**Run 1: the metal 1 layer**

The bar under the picture is 20 um long. Cells faint in the background.
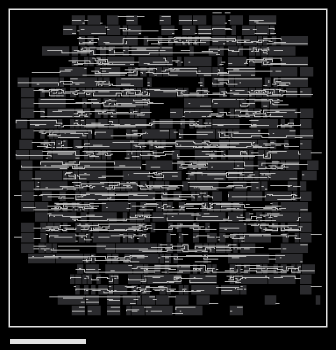
**Run 1: M2 wires**

Cells faint in the background.
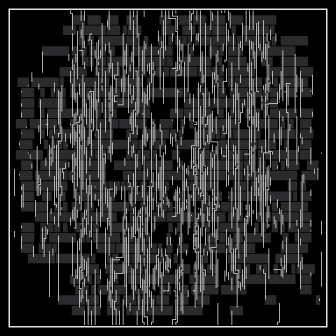
**Run 1: metal 3**

The bar under the picture is 20 um long. Cells faint in the background.
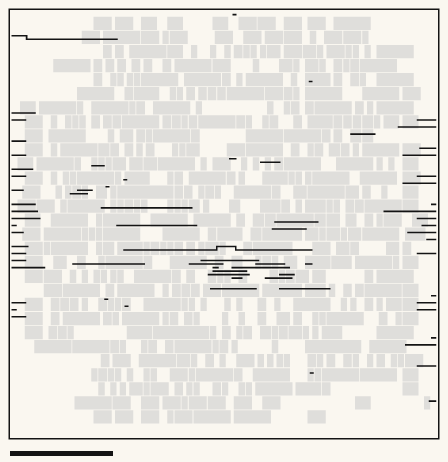
**config.mk**
```make
export PLATFORM = sky130hd
export DESIGN_NAME = ccc_csr_writeback_flat
export DESIGN_NICKNAME = d
export VERILOG_FILES = /design/src/rtl/ccc_csr_writeback_if.sv /design/src/rtl/ccc_csr_writeback.sv /design/src/flat_wrapper.sv
export SDC_FILE = /design/constraint.sdc
export NUM_CORES = 1
export LEC_CHECK = 0
export ABC_AREA = 1
export CAP_MARGIN = 40
export CORE_UTILIZATION = 48
export CTS_CLUSTER_SIZE = 40
export DETAILED_ROUTE_END_ITERATION = 6
export PLACE_DENSITY_LB_ADDON = 0.25
export SLEW_MARGIN = 20
export SYNTH_ARGS = -nofsm -noshare
export SYNTH_HDL_FRONTEND = slang
export SYNTH_SLANG_ARGS = --single-unit
```
**constraint.sdc**
```tcl
create_clock -name clk_i -period 1.43 [get_ports clk_i]
set_input_delay 0.3575 -clock clk_i [delete_from_list [all_inputs] [get_ports clk_i]]
set_output_delay 0.3575 -clock clk_i [all_outputs]
set_load 0.02 [all_outputs]
```
**src/rtl/ccc_csr_writeback_if.sv**
```systemverilog
// Single-request CSR write port between the CCC writeback block (master)
// and the standby-controller / TTI register file (slave).
interface ccc_csr_writeback_if;
    logic        req;
    logic [2:0]  sel;
    logic [15:0] data;
    logic        ack;

    modport master (output req, output sel, output data, input ack);
    modport slave  (input req, input sel, input data, output ack);
endinterface

```
**src/rtl/ccc_csr_writeback.sv**
```systemverilog
// Buffers CCC-driven configuration changes (one slot per kind) and writes
// them one at a time into the CSR block through a req/ack port.
module ccc_csr_writeback #(
    parameter int unsigned AckTimeout = 0,
    parameter int unsigned TimeoutW   = 16
) (
    input  logic                clk_i,
    input  logic                rst_i,
    input  logic                set_dyn_addr_i,
    input  logic [6:0]          dyn_addr_i,
    input  logic                set_virt_dyn_addr_i,
    input  logic [6:0]          virt_dyn_addr_i,
    input  logic                rstdaa_i,
    input  logic                set_mwl_i,
    input  logic [15:0]         mwl_i,
    input  logic                set_mrl_i,
    input  logic [15:0]         mrl_i,
    input  logic                clear_status_i,
    ccc_csr_writeback_if.master csr,
    output logic                busy_o,
    output logic [4:0]          overflow_o,
    output logic                timeout_o
);
    localparam bit TimeoutEn = (AckTimeout != 0);
    localparam logic [TimeoutW-1:0] TimeoutLast =
        TimeoutEn ? TimeoutW'(AckTimeout - 1) : '0;

    typedef enum logic [0:0] {
        ST_IDLE = 1'b0,
        ST_REQ  = 1'b1
    } state_e;

    // Address kinds are written as {8'h00, valid, addr}.
    function automatic logic [15:0] addr_word(input logic [6:0] addr);
        return {8'h00, 1'b1, addr};
    endfunction

    state_e             state_q, state_d;
    logic               req_q, req_d;
    logic [2:0]         sel_q, sel_d;
    logic [15:0]        data_q, data_d;
    logic [TimeoutW-1:0] cnt_q, cnt_d;
    logic [4:0]         pend_q, pend_d;
    logic [4:0][15:0]   slot_q, slot_d;
    logic [4:0]         ovf_q, ovf_d;
    logic               tout_q, tout_d;

    logic [4:0]         set_s;
    logic [4:0][15:0]   payload_s;
    logic [4:0]         cancel_s;
    logic               win_valid_s;
    logic [2:0]         win_sel_s;
    logic [15:0]        win_data_s;
    logic [4:0]         load_s;
    logic               tout_fire_s;
    logic [4:0]         ovf_set_s;

    // Event decode: index of each bit is the CSR select code of that kind.
    always_comb begin
        set_s        = {set_mrl_i, set_mwl_i, set_virt_dyn_addr_i, set_dyn_addr_i, rstdaa_i};
        payload_s[0] = 16'h0000;
        payload_s[1] = addr_word(dyn_addr_i);
        payload_s[2] = addr_word(virt_dyn_addr_i);
        payload_s[3] = mwl_i;
        payload_s[4] = mrl_i;
        // RSTDAA drops queued address writes, but not one issued this cycle alongside it.
        cancel_s     = {2'b00, rstdaa_i, rstdaa_i, 1'b0};
    end

    // Fixed-priority pick of the lowest pending kind.
    always_comb begin
        win_valid_s = 1'b1;
        win_sel_s   = 3'd0;
        win_data_s  = 16'h0000;
        casez (pend_q)
            5'b????1: begin win_sel_s = 3'd0; win_data_s = slot_q[0]; end
            5'b???10: begin win_sel_s = 3'd1; win_data_s = slot_q[1]; end
            5'b??100: begin win_sel_s = 3'd2; win_data_s = slot_q[2]; end
            5'b?1000: begin win_sel_s = 3'd3; win_data_s = slot_q[3]; end
            5'b10000: begin win_sel_s = 3'd4; win_data_s = slot_q[4]; end
            default:  begin win_valid_s = 1'b0; end
        endcase
    end

    // Request FSM: load from the pending buffer in IDLE, hold until ack or timeout.
    always_comb begin
        state_d     = state_q;
        req_d       = req_q;
        sel_d       = sel_q;
        data_d      = data_q;
        cnt_d       = cnt_q;
        load_s      = 5'b00000;
        tout_fire_s = 1'b0;
        case (state_q)
            ST_IDLE: begin
                if (win_valid_s) begin
                    state_d = ST_REQ;
                    req_d   = 1'b1;
                    sel_d   = win_sel_s;
                    data_d  = win_data_s;
                    cnt_d   = '0;
                    load_s  = 5'b00001 << win_sel_s;
                end else begin
                    req_d   = 1'b0;
                end
            end
            ST_REQ: begin
                if (csr.ack) begin
                    state_d = ST_IDLE;
                    req_d   = 1'b0;
                end else if (TimeoutEn && (cnt_q == TimeoutLast)) begin
                    state_d     = ST_IDLE;
                    req_d       = 1'b0;
                    tout_fire_s = 1'b1;
                end else begin
                    cnt_d = cnt_q + TimeoutW'(1);
                end
            end
            default: begin
                state_d = ST_IDLE;
                req_d   = 1'b0;
            end
        endcase
    end

    // Pending buffer and sticky status; a slot being loaded this edge is not an overwrite.
    always_comb begin
        pend_d    = set_s | (pend_q & ~load_s & ~cancel_s);
        ovf_set_s = set_s & pend_q & ~load_s & ~cancel_s;
        for (int k = 0; k < 5; k++) begin
            if (set_s[k]) begin
                slot_d[k] = payload_s[k];
            end else begin
                slot_d[k] = slot_q[k];
            end
        end
        if (clear_status_i) begin
            ovf_d  = ovf_set_s;
            tout_d = tout_fire_s;
        end else begin
            ovf_d  = ovf_q | ovf_set_s;
            tout_d = tout_q | tout_fire_s;
        end
    end

    // State registers with synchronous reset.
    always_ff @(posedge clk_i) begin
        if (rst_i) begin
            state_q <= ST_IDLE;
            req_q   <= 1'b0;
            sel_q   <= 3'd0;
            data_q  <= 16'h0000;
            cnt_q   <= '0;
            pend_q  <= 5'b00000;
            slot_q  <= '0;
            ovf_q   <= 5'b00000;
            tout_q  <= 1'b0;
        end else begin
            state_q <= state_d;
            req_q   <= req_d;
            sel_q   <= sel_d;
            data_q  <= data_d;
            cnt_q   <= cnt_d;
            pend_q  <= pend_d;
            slot_q  <= slot_d;
            ovf_q   <= ovf_d;
            tout_q  <= tout_d;
        end
    end

    assign csr.req    = req_q;
    assign csr.sel    = sel_q;
    assign csr.data   = data_q;
    assign busy_o     = req_q | (|pend_q);
    assign overflow_o = ovf_q;
    assign timeout_o  = tout_q;
endmodule

```
**src/flat_wrapper.sv**
```systemverilog
// flat-port wrapper written by rule: the top's interface ports become plain ports
module ccc_csr_writeback_flat 
#(
    parameter int unsigned AckTimeout = 0,
    parameter int unsigned TimeoutW   = 16
)
  (clk_i, rst_i, set_dyn_addr_i, dyn_addr_i, set_virt_dyn_addr_i, virt_dyn_addr_i, rstdaa_i, set_mwl_i, mwl_i, set_mrl_i, mrl_i, clear_status_i, busy_o, overflow_o, timeout_o, csr_req, csr_sel, csr_data, csr_ack);
  ccc_csr_writeback_if csr_i ();
  input  logic clk_i;
  input  logic rst_i;
  input  logic set_dyn_addr_i;
  input  logic [6:0] dyn_addr_i;
  input  logic set_virt_dyn_addr_i;
  input  logic [6:0] virt_dyn_addr_i;
  input  logic rstdaa_i;
  input  logic set_mwl_i;
  input  logic [15:0] mwl_i;
  input  logic set_mrl_i;
  input  logic [15:0] mrl_i;
  input  logic clear_status_i;
  output logic busy_o;
  output logic [4:0] overflow_o;
  output logic timeout_o;
  output wire logic [$bits(csr_i.req)-1:0] csr_req;
  output wire logic [$bits(csr_i.sel)-1:0] csr_sel;
  output wire logic [$bits(csr_i.data)-1:0] csr_data;
  input wire logic [$bits(csr_i.ack)-1:0] csr_ack;
  assign csr_req = csr_i.req;
  assign csr_sel = csr_i.sel;
  assign csr_data = csr_i.data;
  assign csr_i.ack = csr_ack;
  ccc_csr_writeback #(.AckTimeout(AckTimeout), .TimeoutW(TimeoutW)) u_core (.clk_i(clk_i), .rst_i(rst_i), .set_dyn_addr_i(set_dyn_addr_i), .dyn_addr_i(dyn_addr_i), .set_virt_dyn_addr_i(set_virt_dyn_addr_i), .virt_dyn_addr_i(virt_dyn_addr_i), .rstdaa_i(rstdaa_i), .set_mwl_i(set_mwl_i), .mwl_i(mwl_i), .set_mrl_i(set_mrl_i), .mrl_i(mrl_i), .clear_status_i(clear_status_i), .csr(csr_i), .busy_o(busy_o), .overflow_o(overflow_o), .timeout_o(timeout_o));
endmodule
```
==> impl_metrics.tcl, run 1 <==
# metrics dict for downstream scripts
set metrics [dict create \
    synth_area_sq_um 3140 \
    critPathMaxStageDelay_ns 0.34 \
    die_w_um 82.8 \
    clock.latency.late_pin_ns 0.35 \
    synth_nets 478 \
    placed_area_sq_um 4160 \
    yosysWarnings 0 \
    syn_inst 423 \
    place_ws_ns -0.269 \
    hold_start "u_core.slot_q[33]$_SDFFE_PP0P_" \
    chipArea_sq_um 6860 \
    num_rows 29 \
    rsz0062_at_grt "yes" \
    powerDensity_nw_per_um2 1200 \
    ys_seq_share_pct 50.4 \
    hold_slack_ns 0.460 \
    design_area_sq_um 4390 \
    mux_share_pct 0 \
    h-tree-depth 3 \
    syn_to_final_growth_pct 39.9 \
    viasPerCell 5.18 \
    fmax_ghz 0.617 \
    drt_iter0_drc 171 \
    grt_use_total_pct 24.4 \
    wl_per_cell_um 13.1 \
    clockRootBuffer "clkbuf_8" \
    hold-path-cell-count 2 \
    postCtsSetupBuffers 0 \
    cts_sinks 79 \
    fin_cells 600 \
    coreArea_sq_um 6310 \
    grt_pass1_wl_um 13600 \
    fin_ws_ns -0.190 \
    synth_area_per_cell_sq_um 7.42 \
    synth.distinct_cells 27 \
    postRouteAntennaNets 0 \
    ys_top_logic_family "simple AND/OR/NAND/NOR gates" \
    cts_max_path_buffers 2 \
    fillers 560 \
    rrSetupSlack_ns 0.10 \
    reg2regPathDepth 7 \
    r2r_start "u_core.pend_q[0]$_SDFF_PP0_" \
    slew_violations 0 \
    grt_pass1_vias 3011 \
    simple_gate_share_pct 27.1 \
    fa_ha_area_share_pct 0 \
    antenna_found_initial 0 \
    r2r-end "u_core.overflow_o[3]$_SDFF_PP0_" \
    hold_class "reg2reg" \
    xor_share_pct 0 \
    nets 573 \
    yosys_area_sq_um 3140 \
    hold_viol_final 0 \
    outcome "finished with violations" \
    critPathCaptureType "output pin" \
    setup_tns_ns -0.190 \
    numPortBuffers 80 \
    ir_drop_v 0.000784 \
    cts_tree "built" \
    grt_overflow_total 0 \
    crit_slowest_cell "dfxtp_2" \
    worstPathCellList "nor2_4 -> nand3_2 -> or2_4 -> buf_6" \
    leakagePower_nw 1.93 \
    worst_setup_path_start_kind "flop" \
    fin_total_pwr_mw 5.28 \
    timing.critical_path.required_ns 1.07 \
    diodes 0 \
    final_util_pct 69.5 \
    timing.final.crit_share_pct 113 \
    crit_family "simple AND/OR/NAND/NOR gates" \
    violations "setup timing" \
    gp_congestion 0.819 \
    hpwl_um 5620 \
    largest_register_ffs 48 \
    fin_crit_ns 1.62 \
    whs_endpoint "u_core.slot_q[33]$_SDFFE_PP0P_" \
    cp_num_buf_inv 1 \
    ioPinCount 82 \
    grt_max_degree 26 \
    worstPathMaxFanout 2 \
    drive_above_1_share_pct 11.9 \
    numCtsBuffers 9 \
    arrival_ns 1.26 \
    fp_util_pct 49.7 \
    maxCapViolCount 0 \
    skew_ns 0.00517 \
    ys.flops 79 \
    crit_cells 4 \
    dr.pass1.iters 5 \
    regMostFlops "u_core.slot_q" \
    ys_cells 423 \
    drc_errors 0 \
    setup_viol 1 \
    clk_pin_slew_worst_paths_ns 0.08 \
    place_inst 584 \
    tool_warnings 28 \
    die_h_um 82.8 \
    ys_sh_aoi_pct 14.6 \
    worstSetupPathType "reg2out" \
]
Back to the opening pictures, 'the metal 1 layer':
The longest straight run is 23.7 um. The layer holds 45% of the routed length. The wires run mostly horizontal. 510 nets have wire on it. The layer carries 3530 um of wire.

Back to the opening pictures, 'M2 wires':
The wires run mostly vertical. The longest straight run is 29.9 um. 469 nets have wire on it. The layer holds 49% of the routed length.

Back to the opening pictures, 'metal 3':
The layer carries 350 um of wire. The layer holds 4.5% of the routed length. The wires run mostly horizontal.
DR vias: 3108
met3 Use GR: 3.18%
Total Routed Length: 7860 um

[run 1: placed cells by master (no fill, tap or decap), types with 7 or more instances in the layout]
master / synthesis / routed
a21oi_1: 30 / 30
buf_4: 2 / 24
clkbuf_8: 0 / 10
clkdlybuf4s50_1: 0 / 54
dfxtp_1: 79 / 76
dlygate4sd2_1: 0 / 20
inv_1: 28 / 28
nand2_1: 52 / 52
nand3_1: 31 / 31
nand4_1: 7 / 7
nor2_1: 96 / 96
o21ai_0: 54 / 52
[run 1: worst reg2reg max path, cell delays in order (launching register included)]
cell,delay [ns]
dfxtp_2,0.34
nor2_4,0.11
buf_4,0.22
nand2_1,0.15
inv_4,0.15
nand2_1,0.09
nand3_1,0.10
a21oi_1,0.07
[run 1: layout make-up]
| cell class | count | area (sq um) | share of cell area (%) |
|---|---|---|---|
| Sequential cell | 79 | 1590 | 36.1 |
| Multi-Input combinational cell | 289 | 1330 | 30.2 |
| Timing Repair Buffer | 107 | 1010 | 23.1 |
| Clock buffer | 10 | 138 | 3.14 |
| Inverter | 32 | 125 | 2.85 |
| Clock inverter | 6 | 108 | 2.45 |
| Tap cell | 77 | 96.3 | 2.19 |
[run 1: timing repair]
action	4_1_cts	5_1_grt
gates resized	35	12
pin swaps	0	1
endpoints found under the setup margin	26	14
hold buffers	0	0
[run 1: cells by family after synthesis]
group	Yosys count
compound gates	90
simple gates	198
other cells	1
flops	79
buf+inv	55
[run 1: report_power, final]
part | internal, mW | total (mW) | switching [mW] | leakage [nW]
Clock | 1.20 | 2.00 | 0.804 | 0.122
Combinational | 0.386 | 0.841 | 0.454 | 1.15
Sequential | 2.36 | 2.44 | 0.0829 | 0.655
[run 1: worst max path at each step]
stage / from / end / slack, ns
3_5_place_dp: u_core.pend_q[2]$_SDFF_PP0_ / busy_o / -0.27
3_3_place_gp: u_core.pend_q[2]$_SDFF_PP0_ / busy_o / -0.24
4_1_cts: u_core.pend_q[2]$_SDFF_PP0_ / busy_o / -0.20
5_1_grt: u_core.pend_q[0]$_SDFF_PP0_ / busy_o / -0.23
6_report: u_core.pend_q[2]$_SDFF_PP0_ / busy_o / -0.19
2_1_floorplan: u_core.pend_q[2]$_SDFF_PP0_ / busy_o / 0.05
[run 1: per-layer routing]
| metal | part of all wire (%) | vias to the layer above | track usage (%) |
|---|---|---|---|
| li1 | - | 1565 | - |
| met1 | 45 | 1436 | 31.8 |
| met2 | 49 | 94 | 40.3 |
| met3 | 4.5 | 13 | 3.18 |
| met4 | 2.1 | 0 | 11.4 |
| met5 | 0 | - | 0 |
[run 1: Yosys cell counts, drive strengths merged]
cell type / instances / area [sq um]
nor2: 101 / 407
dfxtp: 79 / 1580
o21ai: 55 / 275
nand2: 54 / 213
nand3: 32 / 165
a21oi: 30 / 150
inv: 30 / 115
clkbuf: 16 / 60.1
buf: 7 / 58.8
nand4: 7 / 43.8
a31oi: 4 / 25.0
clkinv: 2 / 8.75
nor3: 2 / 10.0
or2: 2 / 12.5
conb: 1 / 3.75
o21a: 1 / 7.51
**Run 1: cell placement**

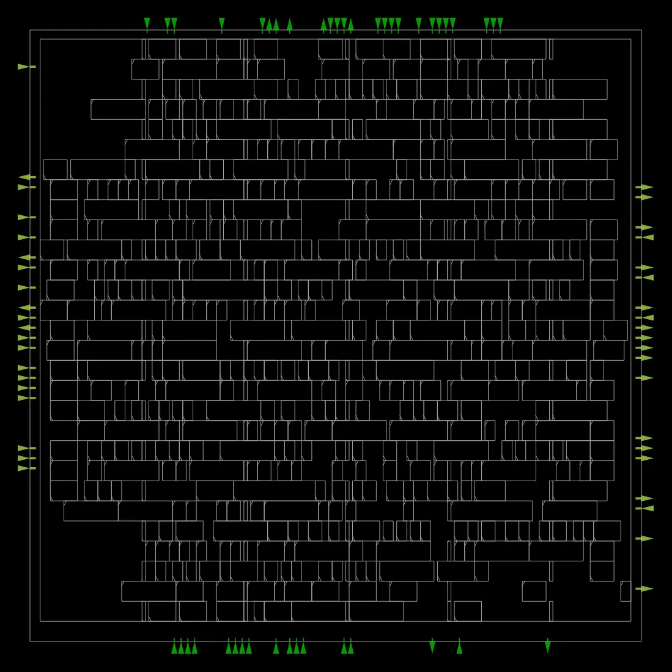

==> inputs of run 2 (changes only) <==
- CELL_PAD_IN_SITES_DETAIL_PLACEMENT: not set -> 0
- CELL_PAD_IN_SITES_GLOBAL_PLACEMENT: not set -> 2
- CORE_UTILIZATION: 48 -> 26
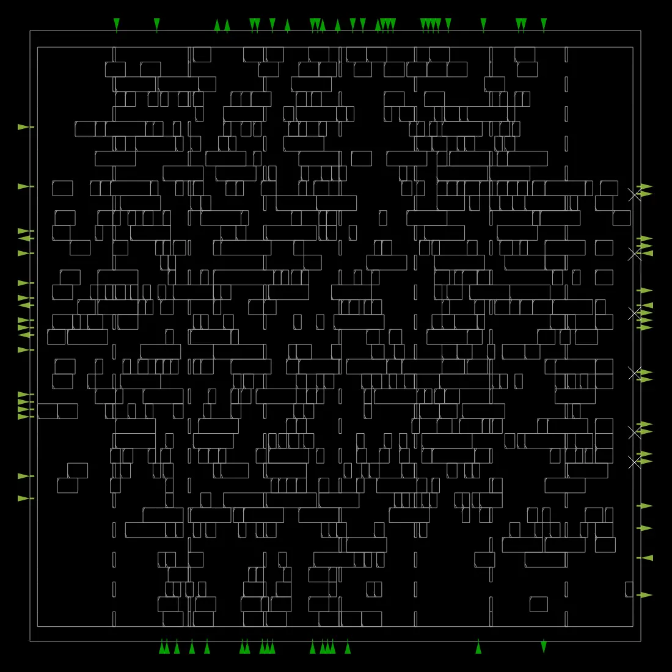
**Above:** run 2 (cell placement).
TAP cells: 143
fin cells: 668
fraction of area in registers: 34.9%
Fillers: 1240
row count: 39

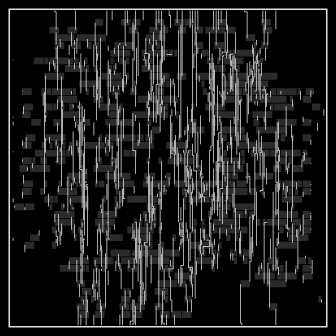
**Above:** run 2 (M2 wires).
Cells faint in the background.
The layer carries 4150 um of wire. 444 nets have wire on it. The longest straight run is 39.8 um.
met2 Use GR: 24.3%
Total Routed Length: 8730 um
DR vias: 2967

==> run 2 against run 1 <==
  * The flow finishes with violations (DRC, setup timing)
  * Die area up 82%
  * First-iteration DRC count down 9.4%
  * Non-clock buffer count up 2
  * Combinational power up 0.6%
  * Power up 6.2%
==> impl_metrics.tcl, run 2 <==
# metrics dict for downstream scripts
set metrics [dict create \
    outcome "finished with violations" \
    violations "DRC, setup timing" \
    ir_drop_v 0.000434 \
    clock.latency.late_pin_ns 0.33 \
    rsz0062_at_grt "yes" \
    final_cell_mix "nor2_1, dfxtp_1, clkdlybuf4s50_1" \
    timing.critical_path.required_ns 1.07 \
    syn_to_final_growth_pct 44.9 \
    fin_ws_ns -0.143 \
    grt_overflow_total 0 \
    drt_iter0_drc 155 \
    pwr-share-seq_pct 43.4 \
    chipArea_sq_um 12500 \
    hold_viol_final 0 \
    syn_inst 423 \
    viasPerCell 4.44 \
    cts_tree "built" \
    fin_total_pwr_mw 5.61 \
    placed_area_sq_um 4250 \
    grt_use_total_pct 14.6 \
    worst_setup_path_start_kind "flop" \
    die_h_um 112 \
    dr.pass1.iters 6 \
    synth-edff-count 0 \
    tool_warnings 28 \
    die_w_um 112 \
    hold_class "reg2reg" \
    design_area_sq_um 4550 \
    r2r_start "u_core.pend_q[1]$_SDFF_PP0_" \
    post_cts_hold_buffer_count 0 \
    timing.final.crit_share_pct 110 \
    p_int_mw 4.19 \
    gp_congestion 0.760 \
    ys_seq_share_pct 50.4 \
    async_flop_share_pct 0 \
    use_met1_pct 18.8 \
    maxCapViolCount 0 \
    setup_tns_ns -0.143 \
    cts_sinks 79 \
    final_util_pct 39.3 \
    worstSetupPathType "reg2out" \
    grt_max_degree 41 \
    critPathCaptureType "output pin" \
    postRouteAntennaNets 0 \
    ff_type "dfxtp_1" \
    drc_errors 6 \
    reg2regPathDepth 7 \
    wl_per_cell_um 13.1 \
    crit_path_end "busy_o" \
    clk_pin_slew_worst_paths_ns 0.06 \
    hold-path-cell-count 2 \
    grt_pass1_vias 2974 \
    ys_top_cells_by_area "dfxtp_1, nor2_1, o21ai_0, nand2_1, nand3_1" \
    clock_power_share_pct 41.5 \
    ys_cells 423 \
    crit_start "u_core.pend_q[1]$_SDFF_PP0_" \
    fin_crit_ns 1.57 \
    leakagePower_nw 1.98 \
    r2r-end "u_core.overflow_o[4]$_SDFF_PP0_" \
    h-tree-depth 3 \
    hold_slack_ns 0.449 \
    drive_above_1_share_pct 12.2 \
    regMostFlops "u_core.slot_q" \
    slew_violations 0 \
    yosysTopAreaCell "dfxtp_1" \
    diodes 0 \
    skew_ns 0.00646 \
    grt_pass1_wl_um 14300 \
    worstPathMaxFanout 2 \
    fmax_ghz 0.636 \
    largest_register_ffs 48 \
    grt_busiest_layer "met2" \
    hpwl_um 6440 \
    synth_area_per_cell_sq_um 7.42 \
    antenna_found_initial 0 \
    numPortBuffers 80 \
    setup_viol 1 \
    powerDensity_nw_per_um2 1230 \
    ioPinCount 82 \
    place_ws_ns -0.265 \
    clockRootBuffer "clkbuf_16" \
    nets 575 \
    top_area_share_pct 50.4 \
    arrival_ns 1.22 \
    rrSetupSlack_ns 0.03 \
]
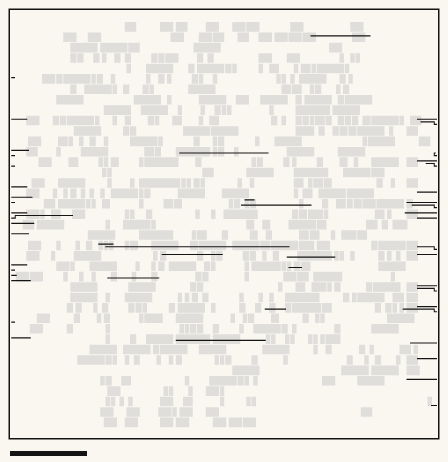
**Above:** run 2 (metal 3).
The bar under the picture is 20 um long. Cells faint in the background.
The layer carries 359 um of wire. The wires run mostly horizontal. The layer holds 4.1% of the routed length. The longest straight run is 47.8 um. 47 nets have wire on it.
met3 Use GR: 2.94%

run 2: cell counts after synthesis:
No cell type changed its count.
run 2: cells by family after synthesis:
family	after synthesis	share of synthesized area (%)
AOI/OAI and AO/OA	90	14.6
and+or+nand+nor	198	27.1
buffers and inverters	55	7.74
DFF	79	50.4
other	1	0.120
run 2: layer usage:
| layer | vias up | wire, um |
|---|---|---|
| li1 | 1565 | - |
| met1 | 1338 | 4180 |
| met2 | 60 | 4150 |
| met3 | 4 | 358 |
| met4 | 0 | 52 |
| met5 | - | 0 |
run 2: cell type report:
type | instances | area, sq um | share of cell area (%)
Sequential cell | 79 | 1590 | 34.9
Multi-Input combinational cell | 289 | 1330 | 29.1
Timing Repair Buffer | 109 | 1020 | 22.5
Clock buffer | 11 | 253 | 5.56
Tap cell | 143 | 179 | 3.94
Inverter | 32 | 125 | 2.75
Clock inverter | 5 | 56.3 | 1.24
run 2: worst min-delay path by stage:
stage                                              start                              to  slack (ns)
after detailed placement  u_core.slot_q[33]$_SDFFE_PP0P_  u_core.slot_q[33]$_SDFFE_PP0P_        0.44
final                     u_core.slot_q[33]$_SDFFE_PP0P_  u_core.slot_q[33]$_SDFFE_PP0P_        0.45
after CTS                 u_core.slot_q[33]$_SDFFE_PP0P_  u_core.slot_q[33]$_SDFFE_PP0P_        0.45
after floorplan           u_core.slot_q[33]$_SDFFE_PP0P_  u_core.slot_q[33]$_SDFFE_PP0P_        0.43
after global placement    u_core.slot_q[33]$_SDFFE_PP0P_  u_core.slot_q[33]$_SDFFE_PP0P_        0.44
after global routing      u_core.slot_q[35]$_SDFFE_PP0P_  u_core.slot_q[35]$_SDFFE_PP0P_        0.48
run 2: what timing repair did:
action | CTS | global route
setup endpoints to repair | 27 | 23
pin swaps | 0 | 2
buffers inserted | 0 | 1
resized | 35 | 6
run 2: power groups by stage:
stage / Clock [mW] / Sequential, mW / Combinational [mW]
after floorplan: 0 / 2.53 / 0.390
after global placement: 0 / 2.48 / 0.873
after detailed placement: 0 / 2.49 / 0.878
after CTS: 2.38 / 2.44 / 0.856
after global routing: 2.47 / 2.46 / 0.943
final: 2.33 / 2.44 / 0.846
run 2: critical path: stages, from the launching register on:
cell and delay (ns):
dfxtp_2 0.33, nor2_4 0.11, nand3_2 0.09, or2_4 0.23
buf_6 0.13
**Run 2: sequential cells grouped by signal name**

Other sequential cells in the stronger gray, the rest of the logic in the fainter gray.
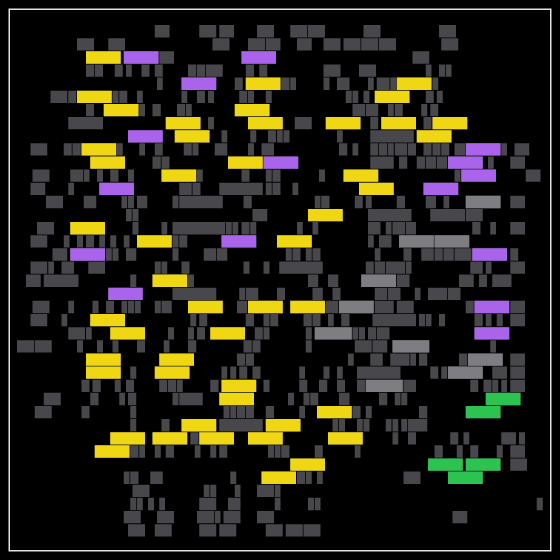

==> inputs of run 3 (changes only) <==
- HOLD_SLACK_MARGIN: not set -> 0.12
- PLACE_DENSITY_LB_ADDON: 0.25 -> 0.1
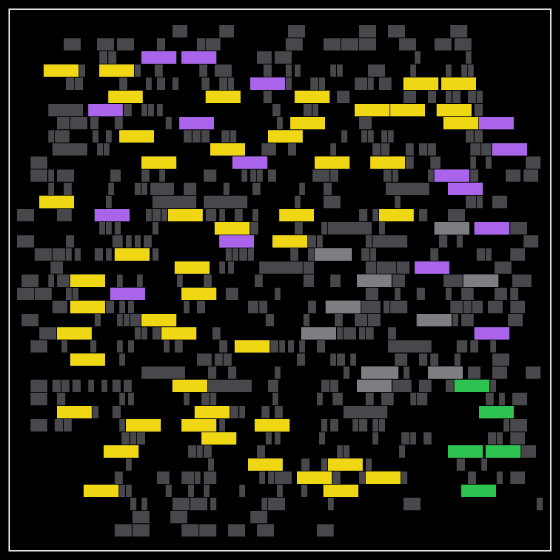
**Above:** run 3 (sequential cells grouped by signal name).
Other sequential cells in the stronger gray, the rest of the logic in the fainter gray.
u_core.overflow_o: shown in green, placed flops 5, where lower right. u_core.csr.data: shown in purple, placed flops 16. u_core.slot_q: shown in yellow, placed flops 48.
Another 10 sequential cells are not colored.

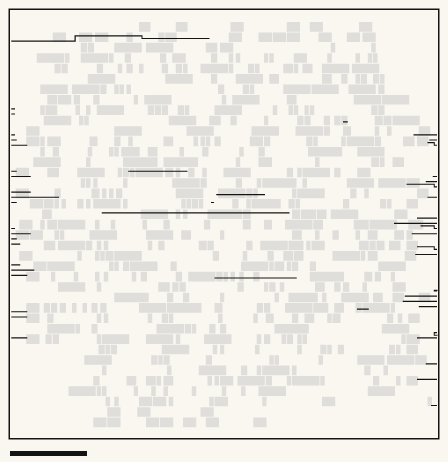
**Above:** run 3 (metal 3).
The bar under the picture is 20 um long. Cells faint in the background.
The wires run mostly horizontal. 49 nets have wire on it. The layer carries 319 um of wire. The layer holds 3.5% of the routed length.
DR vias: 3003
Total Routed Length: 9180 um
met3 Use GR: 4.19%

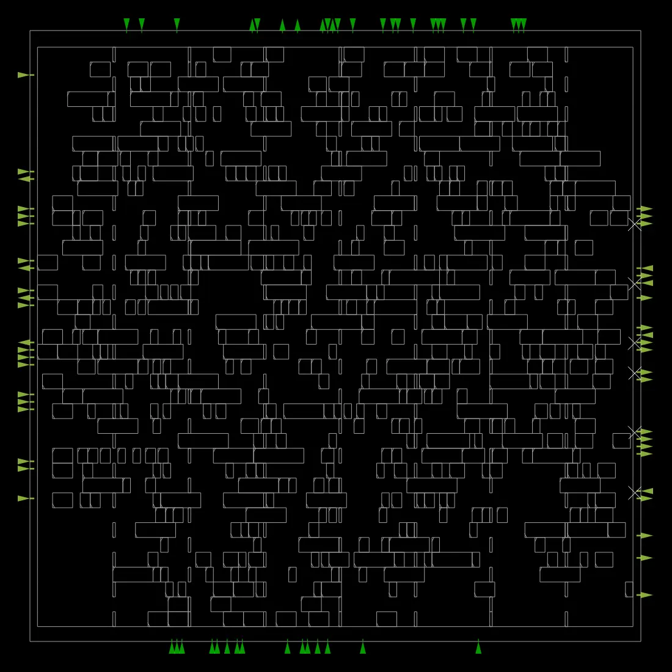
**Above:** run 3 (cell placement).
final core occ: 38.9%
flop count: 79

==> run 3 against run 2 <==
  * The run still ends with DRC, setup timing left
  * Non-clock buffer count stayed put
  * Wire length increased by 5.1%
  * Core utilization shrank 0.38 points
  * Register-to-register slack better by 0.04 ns
  * Worst hold slack gained 0.0047 ns
==> impl_metrics.tcl, run 3 <==
# metrics dict for downstream scripts
set metrics [dict create \
    yosys_area_sq_um 3140 \
    timing.final.crit_share_pct 110 \
    fp_util_pct 27.1 \
    hold_viol_final 0 \
    fillers 1263 \
    slew_violations 0 \
    yosysWarnings 0 \
    top_area_share_pct 50.4 \
    ioPinCount 82 \
    leakagePower_nw 1.95 \
    yosysTopAreaCell "dfxtp_1" \
    fmax_ghz 0.634 \
    rsz0062_at_grt "yes" \
    grt_use_total_pct 15.4 \
    worstPathMaxFanout 2 \
    mux_share_pct 0 \
    setup_viol 1 \
    cts_max_path_buffers 2 \
    ys.flops 79 \
    ys_cells 423 \
    synth.distinct_cells 27 \
    maxCapViolCount 0 \
    grt_pass1_wl_um 15000 \
    hold_class "reg2reg" \
    regArea_sq_um 1580 \
    dr_wl_met3_um 319 \
    postRouteAntennaNets 0 \
    fin_crit_ns 1.58 \
    ys_top_logic_family "simple AND/OR/NAND/NOR gates" \
    ys_sh_aoi_pct 14.6 \
    post_cts_hold_buffer_count 0 \
    numCtsBuffers 9 \
    clock.latency.late_pin_ns 0.33 \
    timing.critical_path.required_ns 1.07 \
    num_rows 39 \
    cts_sinks 79 \
    drive_above_1_share_pct 12.0 \
    fin_ws_ns -0.147 \
    die_h_um 112 \
    syn_to_final_growth_pct 43.5 \
    wl_per_cell_um 13.7 \
    grt_overflow_total 0 \
    diodes 0 \
    nets 575 \
    coreArea_sq_um 11600 \
    drc_errors 6 \
    ir_drop_v 0.000618 \
    ys_seq_share_pct 50.4 \
    grt_pass1_vias 3033 \
    top_layer "met4" \
    critPathCaptureType "output pin" \
    final_cell_mix "nor2_1, dfxtp_1, o21ai_0, clkdlybuf4s50_1, nand2_1" \
    synth-edff-count 0 \
    synth.most_common_cell "nor2_1" \
    worstSetupPathType "reg2out" \
    numPortBuffers 80 \
    synth_nets 478 \
    arrival_ns 1.22 \
    largest_register_ffs 48 \
    grt_max_degree 40 \
    gp_congestion 0.719 \
    powerDensity_nw_per_um2 1200 \
    wl_met2_um 4210 \
    logic_area_sq_um 1320 \
    hold_slack_ns 0.453 \
    hpwl_um 6590 \
    syn_inst 423 \
    antenna_found_initial 0 \
    fa_ha_area_share_pct 0 \
    drt_iter0_drc 88 \
    violations "DRC, setup timing" \
    ff_type "dfxtp_1" \
    clk_pin_slew_worst_paths_ns 0.06 \
    tool_warnings 28 \
    simple_gate_share_pct 27.1 \
    drt-met1-wl_um 4600 \
    synth_area_sq_um 3140 \
    cts_tree "built" \
    dr.pass1.iters 7 \
    outcome "finished with violations" \
]
run 3: cell counts after synthesis:
No cell type changed its count.
run 3: kinds of logic (layout without fill, tap and decap cells):
| family | count (synthesis) | after routing |
|---|---|---|
| other cells | 1 | 1 |
| flops | 79 | 79 |
| buf+inv | 55 | 157 |
| compound gates | 90 | 90 |
| simple gates | 198 | 198 |
run 3: timing repair:
item                       CTS  global route
pin swaps                    0             1
buffers inserted             0             1
gates resized               31            10
setup endpoints to repair   26            18
run 3: worst paths after layout:
kind                                     endpoint                      startpoint  slack [ns]  cells past startpoint
setup reg to reg  u_core.overflow_o[3]$_SDFF_PP0_     u_core.pend_q[1]$_SDFF_PP0_        0.07                      7
hold / removal     u_core.slot_q[35]$_SDFFE_PP0P_  u_core.slot_q[35]$_SDFFE_PP0P_        0.45                      2
hold reg to reg    u_core.slot_q[35]$_SDFFE_PP0P_  u_core.slot_q[35]$_SDFFE_PP0P_        0.45                      2
setup / recovery                           busy_o     u_core.pend_q[2]$_SDFF_PP0_       -0.15                      4
run 3: final cells by class:
| type | count | share of cell area [%] |
|---|---|---|
| sequential | 79 | 35.2 |
| multi-input combinational | 289 | 29.3 |
| timing repair buffer | 109 | 22.7 |
| clock buffer | 11 | 5.39 |
| tap | 143 | 3.97 |
| inverter | 32 | 2.78 |
| clock inverter | 5 | 0.750 |
run 3: per-layer routing:
| layer | up-vias | global-route usage, % |
|---|---|---|
| met5 | - | 0 |
| met4 | 0 | 3.78 |
| met3 | 2 | 4.19 |
| met2 | 56 | 25.1 |
| met1 | 1384 | 20.2 |
| li1 | 1561 | - |
run 3: worst max-delay path: stages, from the launching register on:
cell     delay, ns
dfxtp_2       0.34
nor2_4        0.11
nand3_2       0.09
or2_4         0.23
buf_6         0.13
run 3: power breakdown:
part           internal [mW]  leakage, nW  switching, mW
Clock                   1.22        0.132          0.907
Sequential              2.36        0.654         0.0797
Combinational          0.387         1.17          0.466
Total                   3.97         1.95           1.45
run 3: metrics by stage:
stage	total power [mW]	setup WS, ns	instances	area (sq um)	TNS (ns)
finish	5.42	-0.147	668	4500	-0.147
global route	5.70	-0.211	668	4500	-0.461
CTS	5.49	-0.241	668	4500	-0.241
detailed placement	3.38	-0.268	652	4250	-1.04
global placement	3.37	-0.253	652	4250	-0.458
floorplan	2.92	0.0549	423	3140	0
No activity file was given, so power comes from the tool's default toggle rates.
